$ cat src/rtl/divn_seq.sv
// Iterative restoring divider: one quotient bit per clock behind a start/busy/done handshake.
// A zero divisor completes in a single cycle with an all-ones quotient and div_by_zero set.
module divn_seq #(
  parameter int n = 4
) (
  input  logic         clk,
  input  logic         rst,
  input  logic         start,
  input  logic [n-1:0] dividend,
  input  logic [n-1:0] divisor,
  output logic         busy,
  output logic         done,
  output logic [n-1:0] quotient,
  output logic [n-1:0] remainder,
  output logic         div_by_zero
);

  localparam int cw = $clog2(n);

  typedef enum logic [1:0] {IDLE, RUN, DONE} state_t;

  state_t         state, state_nxt;
  logic [n-1:0]   q, d;
  logic [n:0]     r;
  logic [cw-1:0]  cnt;

  logic           accept;
  logic [n:0]     shifted, t, r_step;
  logic [n-1:0]   q_step;

  // Extra remainder bit keeps the borrow of the trial subtraction at max operands.
  always_comb begin
    shifted = {r[n-1:0], q[n-1]};
    t       = shifted - {1'b0, d};
    if (!t[n]) begin
      r_step = t;
      q_step = {q[n-2:0], 1'b1};
    end else begin
      r_step = shifted;
      q_step = {q[n-2:0], 1'b0};
    end
  end

  assign accept = start && (state != RUN);

  // NOTE: sequential state uses non-blocking assignments so every register
  // samples the pre-edge value of the others, independent of statement order.
  always_ff @(posedge clk) begin
    if (rst) state <= IDLE;
    else     state <= state_nxt;
  end

  // NOTE: state_nxt gets a default before the case so no path leaves it
  // unassigned, which would otherwise infer a latch.
  always_comb begin
    state_nxt = state;
    case (state)
      IDLE: if (start) state_nxt = (divisor == '0) ? DONE : RUN;
      RUN:  if (cnt == '0) state_nxt = DONE;
      DONE: begin
        if (start) state_nxt = (divisor == '0) ? DONE : RUN;
        else       state_nxt = IDLE;
      end
      default: state_nxt = IDLE;
    endcase
  end

  assign busy = (state == RUN);
  assign done = (state == DONE);

  always_ff @(posedge clk) begin
    if (rst) begin
      q           <= '0;
      r           <= '0;
      d           <= '0;
      cnt         <= '0;
      quotient    <= '0;
      remainder   <= '0;
      div_by_zero <= 1'b0;
    end else if (accept && divisor != '0) begin
      q   <= dividend;
      r   <= '0;
      d   <= divisor;
      cnt <= cw'(n - 1);
    end else if (accept) begin
      quotient    <= '1;
      remainder   <= dividend;
      div_by_zero <= 1'b1;
    end else if (state == RUN) begin
      q   <= q_step;
      r   <= r_step;
      cnt <= cnt - cw'(1);
      // Results are published only at the edge that raises done.
      if (cnt == '0) begin
        quotient    <= q_step;
        remainder   <= r_step[n-1:0];
        div_by_zero <= 1'b0;
      end
    end
  end

endmodule

$ cat config.mk
export PLATFORM = sky130hd
export DESIGN_NAME = divn_seq
export DESIGN_NICKNAME = d
export VERILOG_FILES = /design/src/rtl/divn_seq.sv
export SDC_FILE = /design/constraint.sdc
export NUM_CORES = 1
export LEC_CHECK = 0
export CAP_MARGIN = 25
export CORE_AREA = 4 4 61 63
export DETAILED_ROUTE_END_ITERATION = 10
export DIE_AREA = 0 0 65 67
export DONT_BUFFER_PORTS = 1
export PLACE_DENSITY = 0.54
export SLEW_MARGIN = 20
export SYNTH_ARGS = -nofsm -noshare
export SYNTH_HDL_FRONTEND = slang
export SYNTH_SLANG_ARGS = --single-unit
$ cat constraint.sdc
create_clock -name clk -period 3.15 [get_ports clk]
set_input_delay 0.63 -clock clk [delete_from_list [all_inputs] [get_ports clk]]
set_output_delay 0.63 -clock clk [all_outputs]
set_load 0.03 [all_outputs]
### Cell placement, run 1

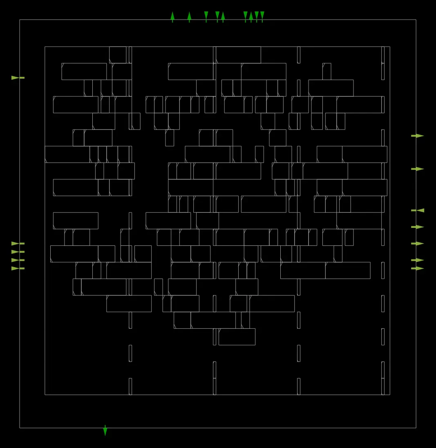
sequential share of cell area: 39.33%
filler cell count: 349
share of the core filled with cells: 39.37%

### Port wiring, run 1

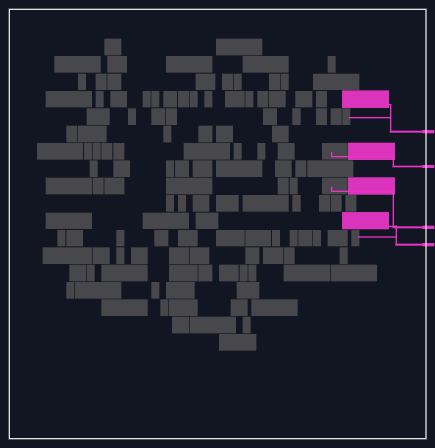
colour	port	bits	direction	edge	end cells	buffers	wire
magenta	`quotient`	4	output	right	4	0	67.5 um
Port Buffers: 0
num ports: 22

### Cells coloured by class, run 1

Fill, decap, tap and diode cells in grey.
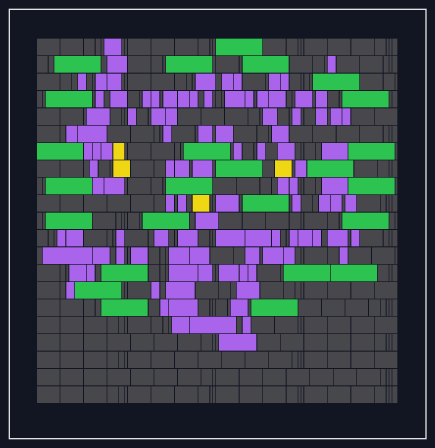
colour	class	cells	share of their area
yellow	clock drivers and dummy loads	4	2.3%
purple	combinational and other logic	106	57%
green	sequential cells	25	41%
final instance area: 1272 um2
row cnt: 21

==> GITHUB_STEP_SUMMARY, run 1 <==
## Synthesis and layout report

| Metric | Value |
|---|---|
| Sw power | 0.2259 mW |
| WL met2 | 1.271 mm |
| Routing usage on met1 | 16.43% |
| CP max stage delay | roughly 400 ps |
| Layout non-clock buf frac | 0% |
| CTS Buffer Depth | 2 |
| Fin. max-slew vios | 0 |
| Cell Count, Final, Fillers Out | around 180 |
| FP Util | 37.55% |
| Hold depth | 1 |
| GR peak layer | met2 |
| Max Used Layer | met4 |
| P&R area growth vs syn | 4.845% |
| DRT Pass-1 Iters | 4 |
| Setup slack, reg-to-reg | roughly 900 ps |
| Leak pwr | ~0.47 nW |
| Final Hold Viols | 0 |
| Postcts setup bufs | 0 |
| Int Power | 0.4579 mW |
| Met2 Use GR | 22.35% |
| Die Y | 67 um |
| Largest net degree at the start of global routing | 22 |
| Final Setup Violations | 0 |
| N_diodes | 0 |
| Pwr per Cell Area | 537.4 nW/um2 |
| Sequential power | 0.379 mW |
| Synth async-reset ratio | 0% |
| Syn Inst Count | 136 |
| TritonCTS buffer count | 3 |
| Clk network pwr share | 20.9% |
| HP Class | input pin to flip-flop |
| Mean Syn Cell Area | 8.924 um2 |
| Tmin final | 2250 ps |
| Post-CTS sizing | 0 |
| Critical Path Start | q[3]$_SDFFE_PP0P_ |
| Pwr top | registers |
| Global-route wire length before repair | 4.505 mm |
| Yosys cell count | 136 |
| Startpoint types | flip-flop |
| Skew final | roughly 5 ps |
| Layout cells sized above 1 | 8.889% |
| Flops & latches, synth | 25 |
| Crit path buffers/inverters | 2 |
| Total vias in the final route | 967 |
| Most frequent cells in the layout | dfxtp_1 (25), nand2_1 (16), nor2_1 (13) |
| Compound Share, Synth | 21.34% |
| Fraction of area in multi-input gates | 51.03% |
| Share of the yosys chip area belonging to registers | 41.24% |
| Final worst path period share | 71.43% |
| Syn Nets | 153 |
| Hold_ws | 357.1 ps |
| Initial antenna violation count | 0 |
| R2R depth | 9 |
| Logic area | 649.4 um2 |
| Register area | 500.5 um2 |
| Run status | completed |
| Comb pwr | 0.162 mW |
| Inverters | 10 |
| Average routed wire per standard cell | 14.93 um |
| Placed cell area | roughly 1200 um2 |
| CP most frequent cell | inv_1 |
| DRC viols | 0 |
| Yosys synthesis chip area | 1214 um2 |
| CP endpoint kind | flip-flop |
| Dominant Register Cell | dfxtp_1 |
| Clock Network Area Fraction | 2.163% |
| Met3 wire length | 189 um |
| Comb pwr share | 23.7% |
| Xor+xnor area frac | 3.505% |
| Critical R2R Launch | q[3]$_SDFFE_PP0P_ |
| Vias per cell | 5.343 |
| Measured slew at the worst slew-check pin | just over 700 ps |
| Switch share | about a third |
| Final Wtd Congestion | around 0.84 |
| CP Data Arrival Time | 2480 ps |
| Setup WS pre-CTS | about 890 ps |
| Synth top area share | 41.24% |
| Chip width | about 65 um |
| Yosys warnings | 0 |
==> run 1 -> run 2 <==
--- a/config.mk
+++ b/config.mk
@@ -10,7 +10,7 @@
 export DETAILED_ROUTE_END_ITERATION = 10
 export DIE_AREA = 0 0 65 67
 export DONT_BUFFER_PORTS = 1
-export PLACE_DENSITY = 0.54
+export PLACE_DENSITY = 0.56
 export SLEW_MARGIN = 20
 export SYNTH_ARGS = -nofsm -noshare
 export SYNTH_HDL_FRONTEND = slang
==> constraint.sdc (replaced) <==
create_clock -name clk -period 1.9 [get_ports clk]
set_input_delay 0.38 -clock clk [delete_from_list [all_inputs] [get_ports clk]]
set_output_delay 0.38 -clock clk [all_outputs]
set_load 0.03 [all_outputs]
### Cell placement, run 2

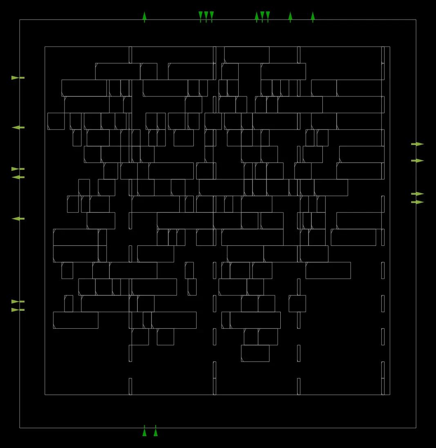
share of the core filled with cells: 44.83%
core area: 3232 um2
flop count: 25

### Cells coloured by class, run 2

Fill, decap, tap and diode cells in grey.
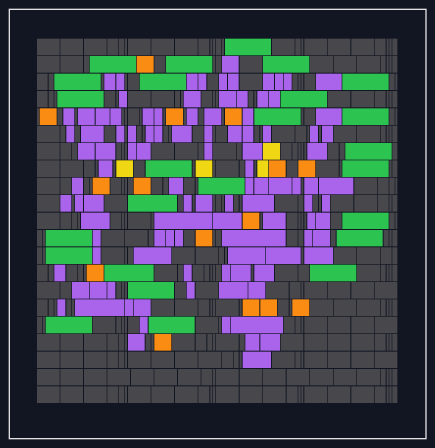
final instance area: 1449 um2
sequential share of cell area: 34.71%

==> GITHUB_STEP_SUMMARY, run 2 <==
## Synthesis and layout report

| Metric | Value |
|---|---|
| Run status | complete, but fails checks |
| Failing checks | negative setup slack |
| Syn Nets | 153 (unchanged) |
| CP max stage delay | 350 ps (-50 ps) |
| HP Class | input pin to flip-flop |
| Inverters | 10 (unchanged) |
| Int Power | 0.8247 mW (+80%) |
| Clock Network Area Fraction | 1.900% (-0.26 points) |
| Crit path buffers/inverters | 2 (unchanged) |
| Average routed wire per standard cell | 14.61 um (-2.2%) |
| Final Hold Viols | 0 (unchanged) |
| Hold_ws | 107.0 ps (-250.1 ps) |
| CP most frequent cell | inv_2 |
| Met2 Use GR | 23.50% (+1.1 points) |
| Pwr top | registers |
| Synth async-reset ratio | 0% (unchanged) |
| Final worst path period share | 109.5% (+38 points) |
| Postcts setup bufs | 0 (unchanged) |
| Comb pwr | 0.361 mW (+120%) |
| Mean Syn Cell Area | 8.924 um2 (unchanged) |
| Worst setup margin | -180.6 ps |
| Max Used Layer | met4 |
| R2R depth | 9 (unchanged) |
| TritonCTS buffer count | 3 (unchanged) |
| Setup WS pre-CTS | -180.5 ps (-1075 ps) |
| Final Setup Violations | 10 (+10) |
| Layout cells sized above 1 | 24.67% (+16 points) |
| Comb pwr share | 29.5% (+5.8 points) |
| Post-CTS sizing | 2 (+2) |
| CTS Buffer Depth | 2 (unchanged) |
| Total vias in the final route | 1017 (+5.2%) |
| Leak pwr | 0.5577 nW (+18%) |
| Global-route wire length before repair | 4.926 mm (+9.3%) |
| Yosys synthesis chip area | 1214 um2 (unchanged) |
| Compound Share, Synth | 21.34% (unchanged) |
| FP Util | 37.55% (unchanged) |
| Register area | 503.0 um2 (+0.50%) |
| Sequential power | 0.631 mW (+66%) |
| N_diodes | 0 (unchanged) |
| Port Buffers | 0 (unchanged) |
| Pwr per Cell Area | 845.0 nW/um2 (+57%) |
| Synth top area share | 41.24% (unchanged) |
| Setup slack, reg-to-reg | -180 ps (-1080 ps) |
| P&R area growth vs syn | 19.38% |
| DRC viols | 0 (unchanged) |
| Xor+xnor area frac | 3.505% (unchanged) |
| Met3 wire length | 151 um (-20%) |
| Fin. max-slew vios | 0 (unchanged) |
| Switch share | 32.64% (-0.40 points) |
| Critical Path Start | q[3]$_SDFFE_PP0P_ |
| Critical R2R Launch | q[3]$_SDFFE_PP0P_ |
| Syn Inst Count | 136 (unchanged) |
| Measured slew at the worst slew-check pin | 480.9 ps (-233.0 ps) |
| Sw power | 0.3996 mW (+77%) |
| WL met2 | 1.322 mm (+4.0%) |
| Final Wtd Congestion | 0.8256 (-1.5%) |
| Largest net degree at the start of global routing | 22 (unchanged) |
| Tmin final | 2081 ps (-169.6 ps) |
| DRT Pass-1 Iters | 4 (unchanged) |
| Row cnt | 21 (unchanged) |
| Yosys warnings | 0 (unchanged) |
| CP endpoint kind | flip-flop |
| Hold depth | 1 (unchanged) |
| GR peak layer | met2 |
| Dominant Register Cell | dfxtp_1 |
| Most frequent cells in the layout | dfxtp_1 (23), nand2_1 (16), buf_4 (15) |
| Yosys cell count | 136 (unchanged) |
| Layout non-clock buf frac | 7.772% (+7.8 points) |
### Port wiring, run 2

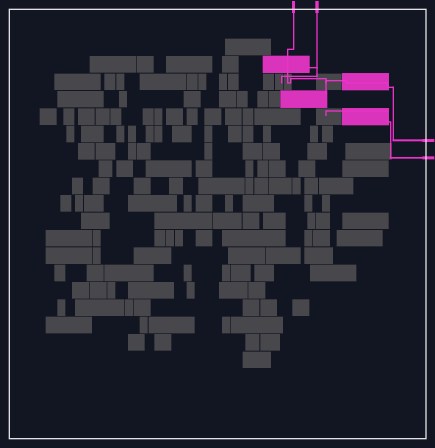
colour	port	bits	direction	edge	end cells	buffers	wire
magenta	`quotient`	4	output	2 right, 2 top	4	0	85.5 um

==> run 2 -> run 3 <==
--- a/config.mk
+++ b/config.mk
@@ -6,9 +6,9 @@
 export NUM_CORES = 1
 export LEC_CHECK = 0
 export CAP_MARGIN = 25
-export CORE_AREA = 4 4 61 63
+export CORE_AREA = 2 2 59 61
 export DETAILED_ROUTE_END_ITERATION = 10
-export DIE_AREA = 0 0 65 67
+export DIE_AREA = 0 0 61 63
 export DONT_BUFFER_PORTS = 1
 export PLACE_DENSITY = 0.56
 export SLEW_MARGIN = 20
==> GITHUB_STEP_SUMMARY, run 3 <==
## Synthesis and layout report

| Metric | Value |
|---|---|
| Run status | complete, but fails checks |
| Failing checks | negative setup slack |
| Worst setup margin | -196.7 ps (-16.10 ps) |
| Most frequent cells in the layout | dfxtp_1 (23), nand2_1 (16), buf_4 (16) |
| CP max stage delay | 350 ps (about the same) |
| Core area | 3232 um2 (unchanged) |
| Yosys warnings | 0 (unchanged) |
| Final Wtd Congestion | 0.7746 (-6.2%) |
| Critical Path Start | q[3]$_SDFFE_PP0P_ |
| Global-route wire length before repair | 4.712 mm (-4.3%) |
| Layout cells sized above 1 | 25.17% (+0.50 points) |
| GR peak layer | met2 |
| Postcts setup bufs | 0 (unchanged) |
| Tmin final | 2097 ps (+16.10 ps) |
| Final Hold Viols | 0 (unchanged) |
| Clock Network Area Fraction | 1.895% (-0.0049 points) |
| Leak pwr | 0.5536 nW (-0.74%) |
| Max Used Layer | met4 |
| Comb pwr share | 29.6% (about the same) |
| Final worst path period share | 110.4% (+0.85 points) |
| Dominant Register Cell | dfxtp_1 |
| TritonCTS buffer count | 3 (unchanged) |
| P&R area growth vs syn | 19.69% |
| Flop count | 25 (unchanged) |
| DRT Pass-1 Iters | 4 (unchanged) |
| Register area | 503.0 um2 (unchanged) |
| Xor+xnor area frac | 3.505% (unchanged) |
| CP endpoint kind | flip-flop |
| Synth top area share | 41.24% (unchanged) |
| WL met2 | 1.389 mm (+5.1%) |
| Row cnt | 21 (unchanged) |
| Synth async-reset ratio | 0% (unchanged) |
| Sequential power | 0.632 mW (about the same) |
| Slew headroom | 67.08% |
| Largest net degree at the start of global routing | 22 (unchanged) |
| CTS Buffer Depth | 2 (unchanged) |
| N_diodes | 0 (unchanged) |
| Switch share | 33.31% (+0.67 points) |
| Pwr per Cell Area | 857.0 nW/um2 (+1.4%) |
| Setup slack, reg-to-reg | -200 ps (-20 ps) |
| R2R depth | 9 (unchanged) |
| Final Setup Violations | 10 (unchanged) |
| Mean Syn Cell Area | 8.924 um2 (unchanged) |
| Compound Share, Synth | 21.34% (unchanged) |
| HP Class | input pin to flip-flop |
| Met3 wire length | 246 um (+63%) |
| Crit path buffers/inverters | 2 (unchanged) |
| Port Buffers | 0 (unchanged) |
| Comb pwr | 0.368 mW (+2%) |
| DRC viols | 0 (unchanged) |
| Post-CTS sizing | 3 (+1) |
| Sw power | 0.4147 mW (+3.8%) |
| Syn Nets | 153 (unchanged) |
| Fin. max-slew vios | 0 (unchanged) |
| Measured slew at the worst slew-check pin | 491.5 ps (+10.59 ps) |
| Pwr top | registers |
| Layout non-clock buf frac | 8.269% (+0.50 points) |
| Yosys synthesis chip area | 1214 um2 (unchanged) |
| Hold_ws | 91.90 ps (-15.06 ps) |
| Critical R2R Launch | q[3]$_SDFFE_PP0P_ |
| Hold depth | 1 (unchanged) |
### Signal wires on met2, run 3

Cells faint in the background.
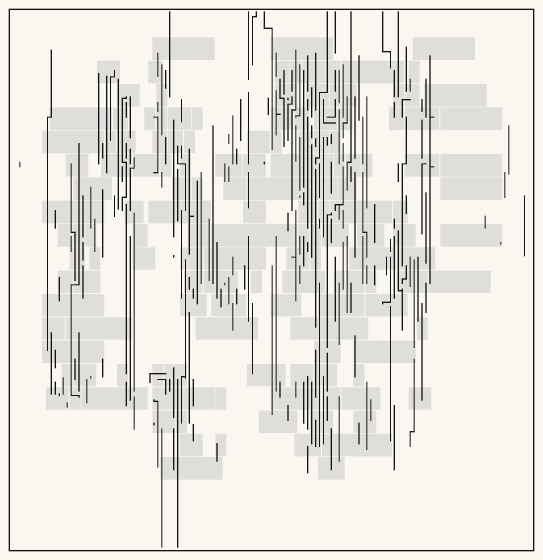
share of all routed wire	47%
main direction	vertical
longest straight run	27.2 um
nets with wire on the layer	143
met2 Use GR: 24.33%
final wirelength: 2.926 mm
total vias in the final route: 1058

### Cells coloured by class, run 3

Fill, decap, tap and diode cells in grey.
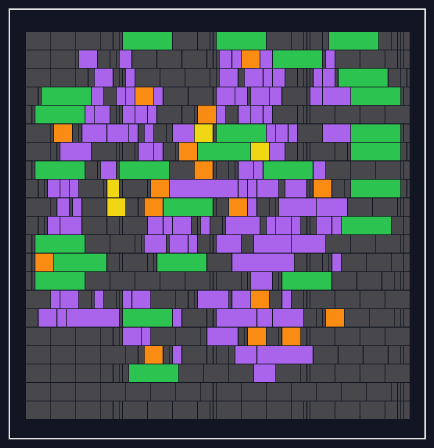
sequential share of cell area: 34.63%
final instance area: 1453 um2
share of the core filled with cells: 44.95%

### Cell placement, run 3

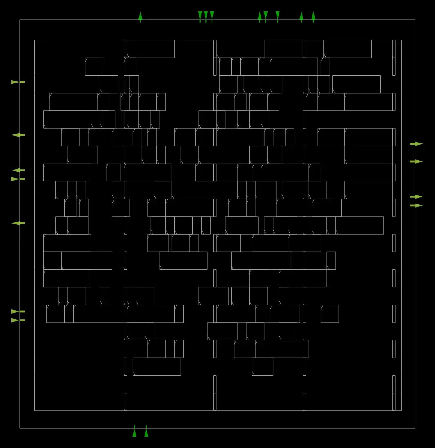
tap cells: 46
filler cell count: 322
Cell Count, Final, Fillers Out: 197


==> notes/layouts.md <==
Pictures saved along the way, in no particular order.

Metal 3.
Bar = 20 um.
(a)
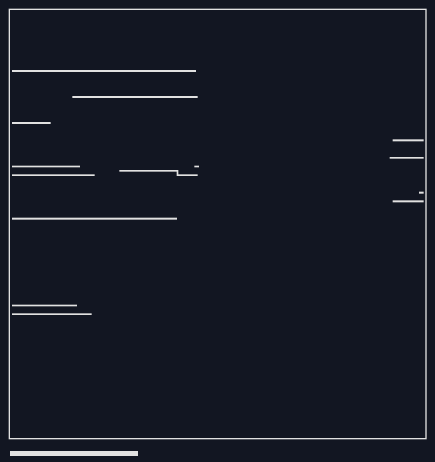
(b)
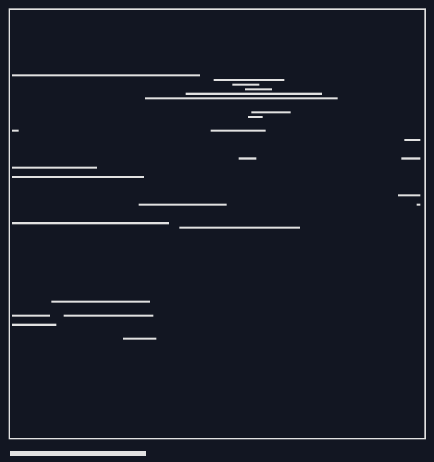
(b) comes from run 3.
(a) comes from run 2.

No activity file was given, so power comes from the tool's default toggle rates.
